### src/rtl/mem_rd_arbiter.sv
// Round-robin arbiter sharing one memory read port between fetch and load; one read in flight.
// Grant lands one cycle after request; response one cycle after MRVld or watchdog expiry; requesters hold Rdy until Vld.
module mem_rd_arbiter #(
    parameter int AW      = 32,
    parameter int DW      = 32,
    parameter int TIMEOUT = 255
) (
    input  logic          clk,
    input  logic          rstn,
    input  logic          IRRdy,
    input  logic [AW-1:0] IRAddr,
    output logic          IRVld,
    output logic [DW-1:0] IRData,
    input  logic          DRRdy,
    input  logic [AW-1:0] DRAddr,
    output logic          DRVld,
    output logic [DW-1:0] DRData,
    output logic          MRRdy,
    output logic [AW-1:0] MRAddr,
    input  logic          MRVld,
    input  logic [DW-1:0] MRData,
    output logic          Err,
    output logic          Busy
);

    typedef enum logic [1:0] {S_IDLE, S_WAIT, S_RESP} state_t;

    localparam logic [15:0] TO_LAST = 16'(TIMEOUT - 1);

    state_t        state_q, state_d;
    logic          owner_q, owner_d;     // 0 = fetch, 1 = load
    logic          last_q, last_d;
    logic [15:0]   cnt_q, cnt_d;
    logic          mrrdy_q, mrrdy_d;
    logic [AW-1:0] mraddr_q, mraddr_d;
    logic          irvld_q, irvld_d;
    logic [DW-1:0] irdata_q, irdata_d;
    logic          drvld_q, drvld_d;
    logic [DW-1:0] drdata_q, drdata_d;
    logic          err_q, err_d;
    logic          busy_q, busy_d;

    logic req_any, req_both, grant, timeout_hit;

    assign req_any     = IRRdy | DRRdy;
    assign req_both    = IRRdy & DRRdy;
    // On a tie the side that was not granted last wins; otherwise whoever asks.
    assign grant       = req_both ? ~last_q : DRRdy;
    assign timeout_hit = (cnt_q == TO_LAST);

    always_ff @(posedge clk or negedge rstn) begin
        if (!rstn) begin
            state_q <= S_IDLE;
        end else begin
            state_q <= state_d;
        end
    end

    always_comb begin
        state_d = state_q;
        case (state_q)
            S_IDLE:  if (req_any) state_d = S_WAIT;
            S_WAIT:  if (MRVld || timeout_hit) state_d = S_RESP;
            S_RESP:  state_d = S_IDLE;
            default: state_d = S_IDLE;
        endcase
    end

    always_comb begin
        owner_d  = owner_q;
        last_d   = last_q;
        cnt_d    = cnt_q;
        mrrdy_d  = mrrdy_q;
        mraddr_d = mraddr_q;
        irvld_d  = 1'b0;
        irdata_d = irdata_q;
        drvld_d  = 1'b0;
        drdata_d = drdata_q;
        err_d    = 1'b0;
        busy_d   = (state_d != S_IDLE);
        case (state_q)
            S_IDLE: begin
                if (req_any) begin
                    owner_d  = grant;
                    mraddr_d = grant ? DRAddr : IRAddr;
                    mrrdy_d  = 1'b1;
                    cnt_d    = 16'd0;
                    if (req_both) last_d = grant;
                end
            end
            S_WAIT: begin
                // A real response on the expiry edge takes precedence over the error.
                if (MRVld) begin
                    mrrdy_d = 1'b0;
                    if (owner_q) begin
                        drvld_d  = 1'b1;
                        drdata_d = MRData;
                    end else begin
                        irvld_d  = 1'b1;
                        irdata_d = MRData;
                    end
                end else if (timeout_hit) begin
                    mrrdy_d = 1'b0;
                    err_d   = 1'b1;
                    if (owner_q) begin
                        drvld_d  = 1'b1;
                        drdata_d = '0;
                    end else begin
                        irvld_d  = 1'b1;
                        irdata_d = '0;
                    end
                end else begin
                    cnt_d = cnt_q + 16'd1;
                end
            end
            default: ;
        endcase
    end

    always_ff @(posedge clk or negedge rstn) begin
        if (!rstn) begin
            owner_q  <= 1'b0;
            last_q   <= 1'b1;
            cnt_q    <= '0;
            mrrdy_q  <= 1'b0;
            mraddr_q <= '0;
            irvld_q  <= 1'b0;
            irdata_q <= '0;
            drvld_q  <= 1'b0;
            drdata_q <= '0;
            err_q    <= 1'b0;
            busy_q   <= 1'b0;
        end else begin
            owner_q  <= owner_d;
            last_q   <= last_d;
            cnt_q    <= cnt_d;
            mrrdy_q  <= mrrdy_d;
            mraddr_q <= mraddr_d;
            irvld_q  <= irvld_d;
            irdata_q <= irdata_d;
            drvld_q  <= drvld_d;
            drdata_q <= drdata_d;
            err_q    <= err_d;
            busy_q   <= busy_d;
        end
    end

    assign MRRdy  = mrrdy_q;
    assign MRAddr = mraddr_q;
    assign IRVld  = irvld_q;
    assign IRData = irdata_q;
    assign DRVld  = drvld_q;
    assign DRData = drdata_q;
    assign Err    = err_q;
    assign Busy   = busy_q;

endmodule

### config.mk
export PLATFORM = sky130hd
export DESIGN_NAME = mem_rd_arbiter
export DESIGN_NICKNAME = d
export VERILOG_FILES = /design/src/rtl/mem_rd_arbiter.sv
export SDC_FILE = /design/constraint.sdc
export NUM_CORES = 1
export LEC_CHECK = 0
export ABC_AREA = 1
export CORE_MARGIN = 5
export CORE_UTILIZATION = 45
export CTS_CLUSTER_DIAMETER = 80
export DETAILED_ROUTE_END_ITERATION = 7
export PLACE_DENSITY = 0.81
export SYNTH_ARGS = -nofsm -noshare
export SYNTH_HDL_FRONTEND = slang
export SYNTH_SLANG_ARGS = --single-unit
### constraint.sdc
create_clock -name clk -period 4.6 [get_ports clk]
set_clock_uncertainty 0.05 [all_clocks]
set_input_delay 0.92 -clock clk [delete_from_list [all_inputs] [get_ports clk]]
set_output_delay 0.92 -clock clk [all_outputs]
set_load 0.05 [all_outputs]
### Where the registers sit

Bar = 20 um.
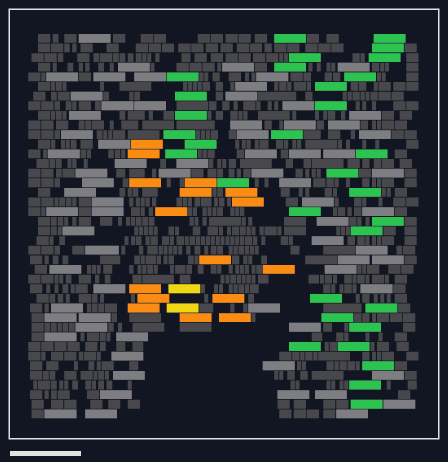
Key: yellow = `state_q` [placed flops 2]; orange = `cnt_q` [placed flops 16, where middle]; green = `DRData` [placed flops 32]
FF+latch area: 3030 um^2
Core Util, Final: 68.1%
seq pwr: 1.77 mW
sequential share of cell area: 37.0%

### The clock network

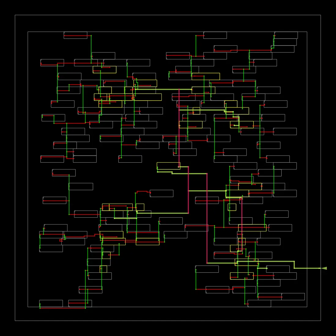
clock buffer count from CTS: 17
worst-skew pair later-pin latency: 0.41 ns
flip-flops: 121
CLK BUF: 20
clock sink total: 121

==> flow_summary.toml <==
# generated from flow reports
[outcome]
status = "completed"

[worst_setup_path]
reg2reg_setup_slack_ns = 2.16
cp.required_ns = 3.63
crit_path_start_kind = "flop"
crit_path_max_fanout = 2

[route]
drt-initial-drc-count = 600
first_pass_iters = 5
drcViolationCount = 0
vias = 5413

[final_layout]
fillCellCount = 916
nets = 948
antenna_cells = 0
comb_share_pct = 26.9
final-comb-area_um2 = 2200
mostFrequentLayoutCell = "nand2_1"
final_cell_mix = "224 x nand2_1, 199 x clkdlybuf4s50_1, 120 x dfrtp_1, 69 x o21ai_0, 68 x nand4_1"
final-nonclk-buf-share_pct = 25.1
final_cells = 1005
n_all_buffers = 208
inv_count = 22

[logic_synthesis]
synthCells = 663
ys.flops = 121
synth_area_um2 = 5530
yosys_area_um2 = 5530
ys_warn_count = 0

[floorplan]
row_count = 40

[timing]
finalSetupViolCount = 0
fmaxAchievable_mhz = 385
final-hold-violation-count = 0
final.setup.tns_ns = 0

[clock_tree]
tritoncts = "yes"
root_buffer = "clkbuf_16"
clkSlewWorstSetupHoldPaths_ns = 0.06

[global_route]
grt_pass1_vias = 5378
grt_antenna_before_repair = 0
overflow = 0

[flow_run]
cap_violations = 0

[min_path]
min_to = "IRData[7]$_DFFE_PN0P_"
hold_path_depth = 2
min_from = "IRData[7]$_DFFE_PN0P_"

[power_and_ir_drop]
total_power_mw = 6.55
ir_drop_mv = 0.469

[place]
dp_cells = 973
==> synth_stat cells <==
library cell	n	area (um^2)
clkbuf_1	26	97.6
nor3_1	3	15.0
buf_6	6	67.6
nor2_2	1	6.26
nand3_1	24	120
dfstp_2	1	26.3
dfrtp_1	120	3000
nand3_4	2	35.0
inv_1	20	75.1
nor2_1	64	240
xor2_1	4	35.0
ha_1	2	25.0
o21ai_0	69	345
or2_2	1	6.26
nand3_2	1	10.0
o21ai_1	4	20.0
inv_2	1	3.75
nor3b_1	1	7.51
clkinv_1	1	3.75
nand4_1	68	425
o21ai_2	1	8.76
xnor2_1	2	17.5
nand3b_1	1	7.51
nor2_4	1	11.3
buf_2	13	65.1
nand2_1	224	841
nand2_2	2	12.5
==> kinds of logic after synthesis <==
| family | after synthesis | synth area share [%] |
|---|---|---|
| DFF | 121 | 54.8 |
| xor gates and xnor gates | 6 | 0.950 |
| adders and majority gates | 2 | 0.452 |
| buffers and inverters | 67 | 5.65 |
| AOI/OAI and AO/OA | 74 | 6.76 |
| and+or+nand+nor | 393 | 31.4 |
==> how the worst max path moves through the flow <==
stage | startpoint | end | depth (start not counted)
final | MRAddr[24]$_DFFE_PN0P_ | MRAddr[24] | 1
after global routing | DRRdy | MRAddr[0]$_DFFE_PN0P_ | 5
after CTS | MRAddr[24]$_DFFE_PN0P_ | MRAddr[24] | 1
after detailed placement | DRRdy | MRAddr[0]$_DFFE_PN0P_ | 5
after global placement | DRRdy | MRAddr[28]$_DFFE_PN0P_ | 5
after floorplan | MRVld | DRData[10]$_DFFE_PN0P_ | 4
==> routing by layer <==
metal	wire (um)	global-route usage, %	up-vias
met5	0	0	-
met3	1710	8.02	23
met1	6700	28.9	2550
li1	-	-	2565
met4	270	6.23	0
met2	7610	36.7	275
Power is estimated from default activity; no workload was simulated.
